[config.mk]
export PLATFORM = sky130hd
export DESIGN_NAME = pipeline_hazard_controller
export DESIGN_NICKNAME = d
export VERILOG_FILES = /design/src/rtl/pipeline_hazard_controller.sv
export SDC_FILE = /design/constraint.sdc
export NUM_CORES = 1
export LEC_CHECK = 0
export ABC_AREA = 0
export CAP_MARGIN = 20
export CORE_MARGIN = 1
export CORE_UTILIZATION = 40
export CTS_CLUSTER_DIAMETER = 120
export DETAILED_ROUTE_END_ITERATION = 12
export PLACE_DENSITY = 0.86
export SLEW_MARGIN = 5
export SYNTH_ARGS = -nofsm -noshare
export SYNTH_HDL_FRONTEND = slang
export SYNTH_SLANG_ARGS = --single-unit
[constraint.sdc]
create_clock -name clk -period 3.3 [get_ports clk]
set_input_delay 0.66 -clock clk [delete_from_list [all_inputs] [get_ports clk]]
set_output_delay 0.66 -clock clk [all_outputs]
set_load 0.1 [all_outputs]
[src/rtl/pipeline_hazard_controller.sv]
// Hazard/sequencing controller for a 5-stage pipeline: operand forwarding into E,
// load-use and branch handling, and a wait/timeout sequencer for slow data-memory accesses.
module pipeline_hazard_controller #(
  parameter int REG_ADDR_W  = 4,
  parameter int MEM_TIMEOUT = 64,
  parameter int CNT_W       = 16
) (
  input  logic                  clk,
  input  logic                  rst,
  input  logic [REG_ADDR_W-1:0] RA1D,
  input  logic [REG_ADDR_W-1:0] RA2D,
  input  logic [REG_ADDR_W-1:0] RA1E,
  input  logic [REG_ADDR_W-1:0] RA2E,
  input  logic [REG_ADDR_W-1:0] WA3E,
  input  logic                  MemtoRegE,
  input  logic [REG_ADDR_W-1:0] WA3M,
  input  logic                  RegWriteM,
  input  logic [REG_ADDR_W-1:0] WA3W,
  input  logic                  RegWriteW,
  input  logic                  PCSrcE,
  input  logic                  mem_req_M,
  input  logic                  mem_ready,
  output logic                  StallF,
  output logic                  StallD,
  output logic                  StallE,
  output logic                  StallM,
  output logic                  FlushD,
  output logic                  FlushE,
  output logic                  FlushW,
  output logic [1:0]            ForwardAE,
  output logic [1:0]            ForwardBE,
  output logic                  mem_error,
  output logic [CNT_W-1:0]      stall_count
);

  localparam int WAIT_W = $clog2(MEM_TIMEOUT + 1);

  typedef enum logic [1:0] {
    ST_RUN,
    ST_MEM_WAIT,
    ST_ERROR
  } state_e;

  typedef enum logic [1:0] {
    FWD_RF = 2'b00,
    FWD_W  = 2'b01,
    FWD_M  = 2'b10
  } fwd_e;

  state_e            state_q, state_d;
  logic [WAIT_W-1:0] wait_cnt_q, wait_cnt_d;
  logic [CNT_W-1:0]  stall_count_q, stall_count_d;

  logic mem_stall;
  logic load_use;
  logic stall_all;
  logic stall_fd;
  logic flush_d;
  logic flush_e;

  // Forwarding: the newer result in M takes priority over the one in W.
  function automatic fwd_e fwd_sel(input logic [REG_ADDR_W-1:0] ra);
    if (RegWriteM && (WA3M == ra))      return FWD_M;
    else if (RegWriteW && (WA3W == ra)) return FWD_W;
    else                                return FWD_RF;
  endfunction

  assign ForwardAE = fwd_sel(RA1E);
  assign ForwardBE = fwd_sel(RA2E);

  assign mem_stall = mem_req_M && !mem_ready;
  assign load_use  = MemtoRegE && ((WA3E == RA1D) || (WA3E == RA2D));

  // NOTE: every variable written here gets a default first so no latch is inferred.
  always_comb begin
    state_d    = state_q;
    wait_cnt_d = wait_cnt_q;
    stall_all  = 1'b0;
    stall_fd   = 1'b0;
    flush_d    = 1'b0;
    flush_e    = 1'b0;

    unique case (state_q)
      ST_RUN: begin
        if (mem_stall) begin
          stall_all  = 1'b1;
          state_d    = ST_MEM_WAIT;
          wait_cnt_d = WAIT_W'(1);
        end else if (PCSrcE) begin
          flush_d = 1'b1;
          flush_e = 1'b1;
        end else if (load_use) begin
          stall_fd = 1'b1;
          flush_e  = 1'b1;
        end
      end

      ST_MEM_WAIT: begin
        if (!mem_ready) begin
          stall_all = 1'b1;
          if (wait_cnt_q == WAIT_W'(MEM_TIMEOUT)) begin
            state_d = ST_ERROR;
          end else begin
            wait_cnt_d = wait_cnt_q + WAIT_W'(1);
          end
        end else begin
          // Release cycle: a branch or load-use held in E/D during the wait acts now.
          state_d    = ST_RUN;
          wait_cnt_d = '0;
          if (PCSrcE) begin
            flush_d = 1'b1;
            flush_e = 1'b1;
          end else if (load_use) begin
            stall_fd = 1'b1;
            flush_e  = 1'b1;
          end
        end
      end

      ST_ERROR: begin
        stall_all = 1'b1;
      end

      default: begin
        state_d    = ST_RUN;
        wait_cnt_d = '0;
      end
    endcase
  end

  // Pipeline-register controls are forced inactive while reset is held.
  assign StallF = rst && (stall_all || stall_fd);
  assign StallD = rst && (stall_all || stall_fd);
  assign StallE = rst && stall_all;
  assign StallM = rst && stall_all;
  assign FlushD = rst && flush_d;
  assign FlushE = rst && flush_e;
  assign FlushW = rst && stall_all;

  always_comb begin
    stall_count_d = stall_count_q;
    if (StallF && (stall_count_q != {CNT_W{1'b1}})) begin
      stall_count_d = stall_count_q + CNT_W'(1);
    end
  end

  // NOTE: sequential state uses non-blocking assignments so all flops update together.
  always_ff @(posedge clk or negedge rst) begin
    if (!rst) begin
      state_q       <= ST_RUN;
      wait_cnt_q    <= '0;
      stall_count_q <= '0;
    end else begin
      state_q       <= state_d;
      wait_cnt_q    <= wait_cnt_d;
      stall_count_q <= stall_count_d;
    end
  end

  assign mem_error   = (state_q == ST_ERROR);
  assign stall_count = stall_count_q;

endmodule
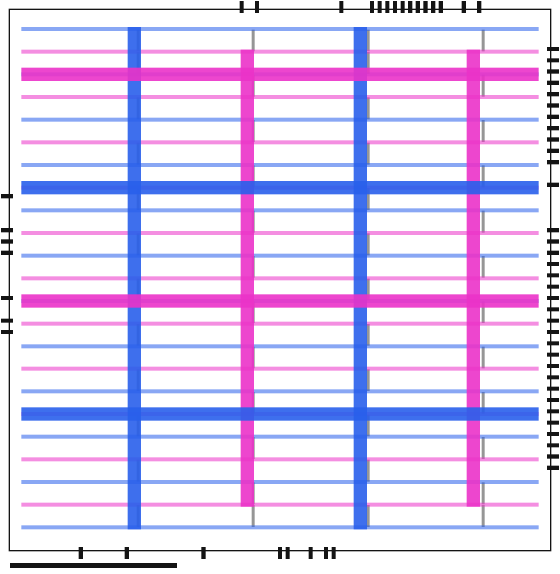
run_1/power_grid.png
Scale bar: 20 um. Pins as bars on the die edge. Tap cells in gray.
Key: VDD = magenta; VSS = blue
The core has 22 rows. 64 signal pins sit on the boundary. 4 straps on met5. 48 tap cells. 23 met1 rails follow the rows.

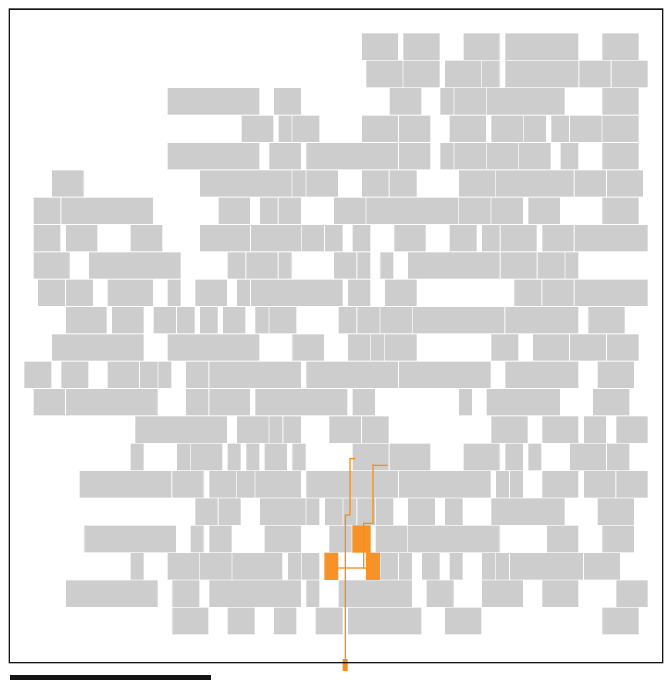
run_1/io_fan.png
Scale bar: 20 um.
Key: mem_req_M = orange [bits 1, direction input, edge bottom, end cells 3, buffers 1, wire 36.5 um]

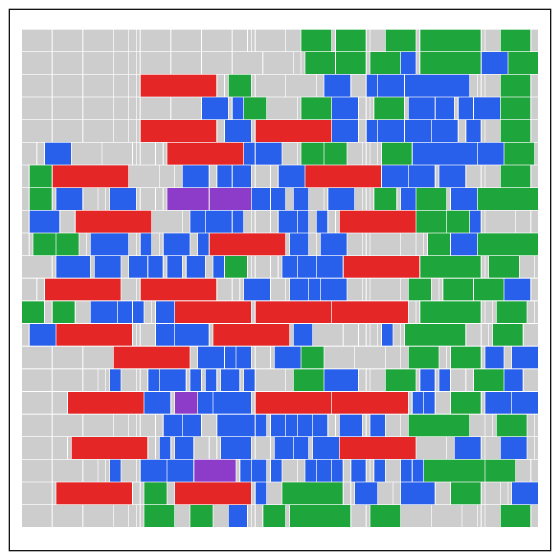
run_1/placement_by_type.png
Fill, decap, tap and diode cells in gray.
Key: flops = red [cells 25, share of their area 27%]; other buffers and delay cells = green [cells 65, share of their area 30%]; clock drivers and dummy loads = purple [cells 4, share of their area 2.1%]; combinational and other logic = blue [cells 139, share of their area 41%]

==> metrics.yaml, run 1 <==
timing:
  report.final.setup_viol: 0
  fin_ws_ps: 289
  skew_ps: 5.81
  worst_case_hold_slack_ps: 494
  timing.slew.headroom: 0.585
  finalSetupTns_ps: 0
  final_period_minus_worst_setup_slack_ps: 3010
  max_freq_mhz: 332
routing:
  highest-signal-layer: "met4"
  post_drt_wl_per_cell_um: 13.5
  antenna_left: 0
  num_vias: 1421
  dr_wl_met3_um: 309
  detail_route.wirelength_mm: 3.78
  drt-initial-drc-count: 25
synthesis:
  netlist_area_um2: 1580
  xor_share: 0.244
  syn_avg_cell_area_um2: 9.30
  number_of_flops_mapped_to_enable_cells_by_yosys: 0
  synth_async_sr_flop_share: 1.00
  yosys_warnings: 0
  post_synth_fa_ha_maj_area_fraction: 0.0238
  top_cell_area_share: 0.396
  postSynthRegisterBits: 25
  netlist.top_cell.by_area: "sky130_fd_sc_hd__dfrtp_1"
  postSynthCellCount: 170
  yosys_most_used_dff: "sky130_fd_sc_hd__dfrtp_1"
  synth_sequential_area_ratio: 0.396
cells_and_area:
  drive_above_1_share: 0.180
  finalInstanceArea_um2: 2400
  layout.filler_cells: 320
  layout_top_cell_excl_fill_tap: "sky130_fd_sc_hd__clkdlybuf4s50_1"
  area.growth.synth_to_final_pct: 51.9
  num_antenna_cells: 0
die:
  fp.dieArea_um2: 4210
  ios: 64
  dieWidth_um: 64.9
  rows: 22
power_and_ir_drop:
  pwr_density_cell_nw_per_um2: 458
  max-vdd-ir-drop_v: 0.000854
  power.total_mw: 1.10
status:
  run_status: "completed"
clocking:
  cts-htree-levels: 1
  cell_at_the_root_of_the_clock_tree: "sky130_fd_sc_hd__clkbuf_8"
  postCtsSetupRepairBufs: 0
  postCtsResizedCells: 0
  clk_pin_slew_ps: 90
global_routing:
  grt.overflow.total: 0
  grt.total_usage: 0.194
  wire_length_of_the_first_global_routing_pass_mm: 6.33
  antenna_found_initial: 0
job:
  warning_count: 28
worst_setup_path:
  crit_path_start_kind: "input pin"
  crit_path_max_fanout: 2
  path_class: "input pin to output pin"
  cells_on_worst_reg2reg_path: 6
  timing.critical_path.arrival_ps: 2350
place:
  finalWeightedCongestion: 0.788
  placement.setup.worst_slack_ps: 266
  dp_hpwl_mm: 2.99
  io_buffer_count: 63
hold_path:
  worst_hold_stages: 1
## run 1: cell type report
class                      instances  area [um2]  share of cell area
multi-input combinational        133         930               0.387
tap                               48        60.1              0.0250
timing repair buffer              65         713               0.297
clock inverter                     1        7.51             0.00313
sequential                        25         626               0.261
inverter                           6        22.5             0.00938
clock buffer                       3        41.3              0.0172
## run 1: synth_stat cells, drive strengths merged, types with 3 or more instances
library cell and number:
nor3 5, nand3 11, buf 5, and3 4, dfrtp 25, nand2 15
inv 6, ha 3, nand4 11, nor2 16, a21oi 3, and4 3
nor4 3, o21ai 5, xnor2 25, xor2 19
## run 1: worst max-delay path, cell delays in order
cell	delay (ps)
sky130_fd_sc_hd__clkdlybuf4s50_1	510
sky130_fd_sc_hd__xnor2_1	140
sky130_fd_sc_hd__nand4_1	150
sky130_fd_sc_hd__a2111o_1	490
sky130_fd_sc_hd__nand2_1	200
sky130_fd_sc_hd__buf_12	200
## run 1: state kept, by name (all words and copies together) (netlist names)
name,flops
stall_count,16
wait_cnt_q,7
state_q,2
## run 1: kinds of logic (layout without fill, tap and decap cells)
family | Yosys count | in the layout
compound gates | 14 | 14
xor+xnor | 44 | 44
fa+ha+maj | 3 | 3
buf+inv | 12 | 75
flops | 25 | 25
mux | 2 | 2
simple gates | 70 | 70
## run 1: where the power goes
part	switching (mW)	total, mW	leakage, nW	internal [mW]
combinational	0.359	0.516	0.657	0.157
sequential	0.0528	0.395	0.336	0.342
clock	0.101	0.186	0.0217	0.0857
total	0.513	1.10	1.01	0.585
## run 1: per-layer routing
| metal | vias up | track usage |
|---|---|---|
| met5 | - | 0 |
| met4 | 0 | 0.0917 |
| met3 | 4 | 0.0335 |
| met2 | 45 | 0.324 |
| met1 | 660 | 0.239 |
| li1 | 712 | - |
## run 1: worst paths after layout
path | end | slack [ps] | start
setup / recovery | StallD | 290 | WA3E[0]
hold / removal | stall_count[9] | 490 | stall_count[9]
setup reg to reg | stall_count[1] | 1170 | state_q[0]
hold reg to reg | stall_count[9] | 490 | stall_count[9]
max in group asynchronous | state_q[1] | 2240 | rst
min in group asynchronous | stall_count[1] | 810 | rst
run_1/metal_density.png
The die is cut into 13 by 13 equal tiles; dark blue is low, red is high, scaled to the fullest tile. Values are wire area over tile area, all layers added.
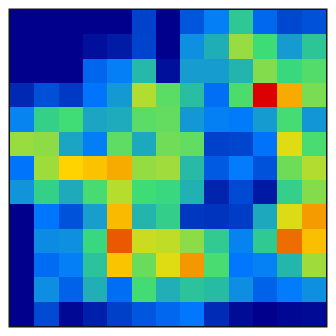

--- run 2 (diff from run 1) ---
--- a/config.mk
+++ b/config.mk
@@ -7,6 +7,7 @@
 export LEC_CHECK = 0
 export ABC_AREA = 0
 export CAP_MARGIN = 20
+export CORE_ASPECT_RATIO = 1.2
 export CORE_MARGIN = 1
 export CORE_UTILIZATION = 40
 export CTS_CLUSTER_DIAMETER = 120
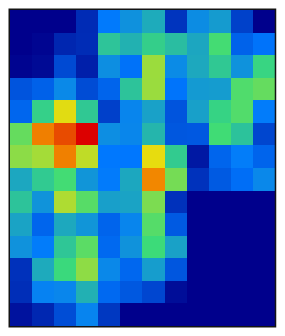
run_2/metal_density.png
The die is cut into 12 by 14 equal tiles; dark blue is low, red is high, scaled to the fullest tile. Values are wire area over tile area, all layers added.
20% of the tiles are nearly empty. 16% of the tiles are over half the peak. The emptiest ninth of the die: bottom right. The fullest tile reaches 0.53. The densest ninth of the die: left middle.

==> metrics.yaml, run 2 <==
clocking:
  postCtsSetupRepairBufs: 0  # unchanged
  cell_at_the_root_of_the_clock_tree: "sky130_fd_sc_hd__clkbuf_8"
  clk_pin_slew_ps: 80  # about the same
  cts-htree-levels: 1  # unchanged
  postCtsResizedCells: 0  # unchanged
worst_setup_path:
  path_buffers: 2  # unchanged
  crit_slowest_cell: "sky130_fd_sc_hd__clkdlybuf4s50_1"
  path_class: "input pin to output pin"
  sequence_of_cells_on_the_critical_path: "clkdlybuf4s50_1 > xnor2_1 > nand4_1 > a2111o_1 > nand2_1 > buf_12"
  critical-path-max-stage-delay_ps: 510  # about the same
  endpoint_kind: "output pin"
  crit_path_start_kind: "input pin"
  timing.critical_path.arrival_ps: 2340  # about the same
  crit_family: "buffers and inverters"
  crit_path_max_fanout: 2  # unchanged
synthesis:
  yosys_most_used_dff: "sky130_fd_sc_hd__dfrtp_1"
  postSynthRegisterBits: 25  # unchanged
  postSynthCellCount: 170  # unchanged
  number_of_flops_mapped_to_enable_cells_by_yosys: 0  # unchanged
  netlist_area_um2: 1580  # unchanged
  syn_avg_cell_area_um2: 9.30  # unchanged
  yosys-top-cells-count: "sky130_fd_sc_hd__dfrtp_1 (25), sky130_fd_sc_hd__xnor2_1 (25), sky130_fd_sc_hd__xor2_1 (19), sky130_fd_sc_hd__nor2_1 (16), sky130_fd_sc_hd__nand2_1 (15)"
  synth_async_sr_flop_share: 1.00  # unchanged
  netlist.top_cell.by_area: "sky130_fd_sc_hd__dfrtp_1"
  synth_sequential_area_ratio: 0.396  # unchanged
  top_cell_area_share: 0.396  # unchanged
  post_synth_fa_ha_maj_area_fraction: 0.0238  # unchanged
  xor_share: 0.244  # unchanged
  yosys_warnings: 0  # unchanged
timing:
  final_period_minus_worst_setup_slack_ps: 3000  # -8.07 ps
  timing.slew.headroom: 0.600  # +0.0149
  finalSetupTns_ps: 0  # unchanged
  max_freq_mhz: 333  # +0.27%
  rsz0062_at_grt: "no"
  report.final.setup_viol: 0  # unchanged
  skew_ps: 1.79  # -4.02 ps
routing:
  antenna_left: 0  # unchanged
  num_vias: 1458  # +2.6%
  post_drt_wl_per_cell_um: 13.3  # -1.1%
  drt-initial-drc-count: 25  # unchanged
  detail_route.wirelength_mm: 3.79  # +0.26%
die:
  rows: 24  # +9.1%
  ios: 64  # unchanged
  dieWidth_um: 59.4  # -8.4%
  fp.dieArea_um2: 4210  # about the same
  initial_utilization: 0.428
place:
  dp_hpwl_mm: 3.00  # +0.27%
  io_buffer_count: 63  # unchanged
global_routing:
  grt.total_usage: 0.191  # -0.00240
  wire_length_of_the_first_global_routing_pass_mm: 6.14  # -2.9%
  grt.overflow.total: 0  # unchanged
  antenna_found_initial: 0  # unchanged
status:
  run_status: "completed"
cells_and_area:
  area.growth.synth_to_final_pct: 52.0
  number_of_flip_flops_under_the_largest_register_name: 16  # unchanged
  num_antenna_cells: 0  # unchanged
  layout.nets: 273
  finalInstanceArea_um2: 2400  # +0.10%
power_and_ir_drop:
  pwr_density_cell_nw_per_um2: 455  # -0.50%
  max-vdd-ir-drop_v: 0.000724  # -15%
job:
  warning_count: 28  # unchanged
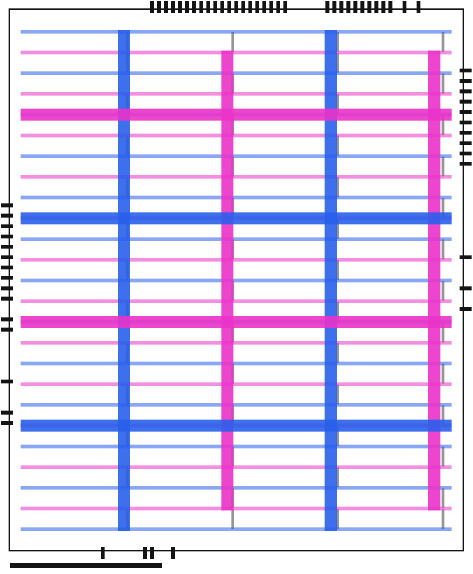
run_2/power_grid.png
Scale bar: 20 um. Pins as bars on the die edge. Tap cells in gray.
Key: VSS = blue; VDD = magenta
4 straps on met5. 4 straps on met4. 64 signal pins sit on the boundary. 25 met1 rails follow the rows. 52 tap cells.

==> run 2: cell counts after synthesis <==
Identical to the previous run, type by type.
==> run 2: layer usage <==
metal,part of all wire,track usage
met3,0.052,0.0384
met5,0,0
met2,0.55,0.326
met1,0.38,0.218
met4,0.023,0.106
==> run 2: layout make-up <==
type | instances | area, um2
Tap cell | 52 | 65.1
Clock buffer | 3 | 41.3
Multi-Input combinational cell | 133 | 930
Timing Repair Buffer | 65 | 713
Fill cell | 295 | 1290
Clock inverter | 1 | 5.00
Sequential cell | 25 | 626
Inverter | 6 | 22.5
==> run 2: worst paths after layout <==
path                       slack, ps            from  cells past startpoint               to
max reg2reg                     1140      state_q[0]                      7   stall_count[3]
min reg2reg                      510  stall_count[6]                      1   stall_count[6]
min in group asynchronous        790             rst                      2  stall_count[14]
min                              510  stall_count[6]                      1   stall_count[6]
max                              300         WA3E[3]                      6           StallD
max in group asynchronous       2280             rst                      2  stall_count[13]
==> run 2: power by group <==
part | internal, mW | leakage [nW] | switching [mW]
logic | 0.157 | 0.657 | 0.360
registers | 0.342 | 0.336 | 0.0492
clock network | 0.0848 | 0.0255 | 0.0999
total | 0.585 | 1.02 | 0.509
==> run 2: cell families (layout without fill, tap and decap cells) <==
logic type | after synthesis | in the layout
AOI/OAI and AO/OA | 14 | 14
xor gates and xnor gates | 44 | 44
adders and majority gates | 3 | 3
buffers and inverters | 12 | 75
DFF | 25 | 25
muxes | 2 | 2
and+or+nand+nor | 70 | 70
==> run 2: worst reg2reg max path, cell delays in order (launching register included) <==
cell and delay (ps):
sky130_fd_sc_hd__dfrtp_1 500, sky130_fd_sc_hd__nor2_1 200, sky130_fd_sc_hd__o211ai_1 160, sky130_fd_sc_hd__a2111o_1 460
sky130_fd_sc_hd__a21oi_2 140, sky130_fd_sc_hd__buf_4 210, sky130_fd_sc_hd__and4_2 250, sky130_fd_sc_hd__xor2_1 160
==> run 2: through the flow <==
stage               setup slack [ps]  instances  total power, mW  hold slack [ps]   util
CTS                              303        285             1.09              507  0.650
global route                     249        285             1.14              525  0.650
global placement                 355        281            0.910              487  0.638
floorplan                       -148        170            0.755              364      -
finish                           297        285             1.09              506  0.650
detailed placement               310        281            0.916              491  0.638
Power and IR drop assume default switching activity.
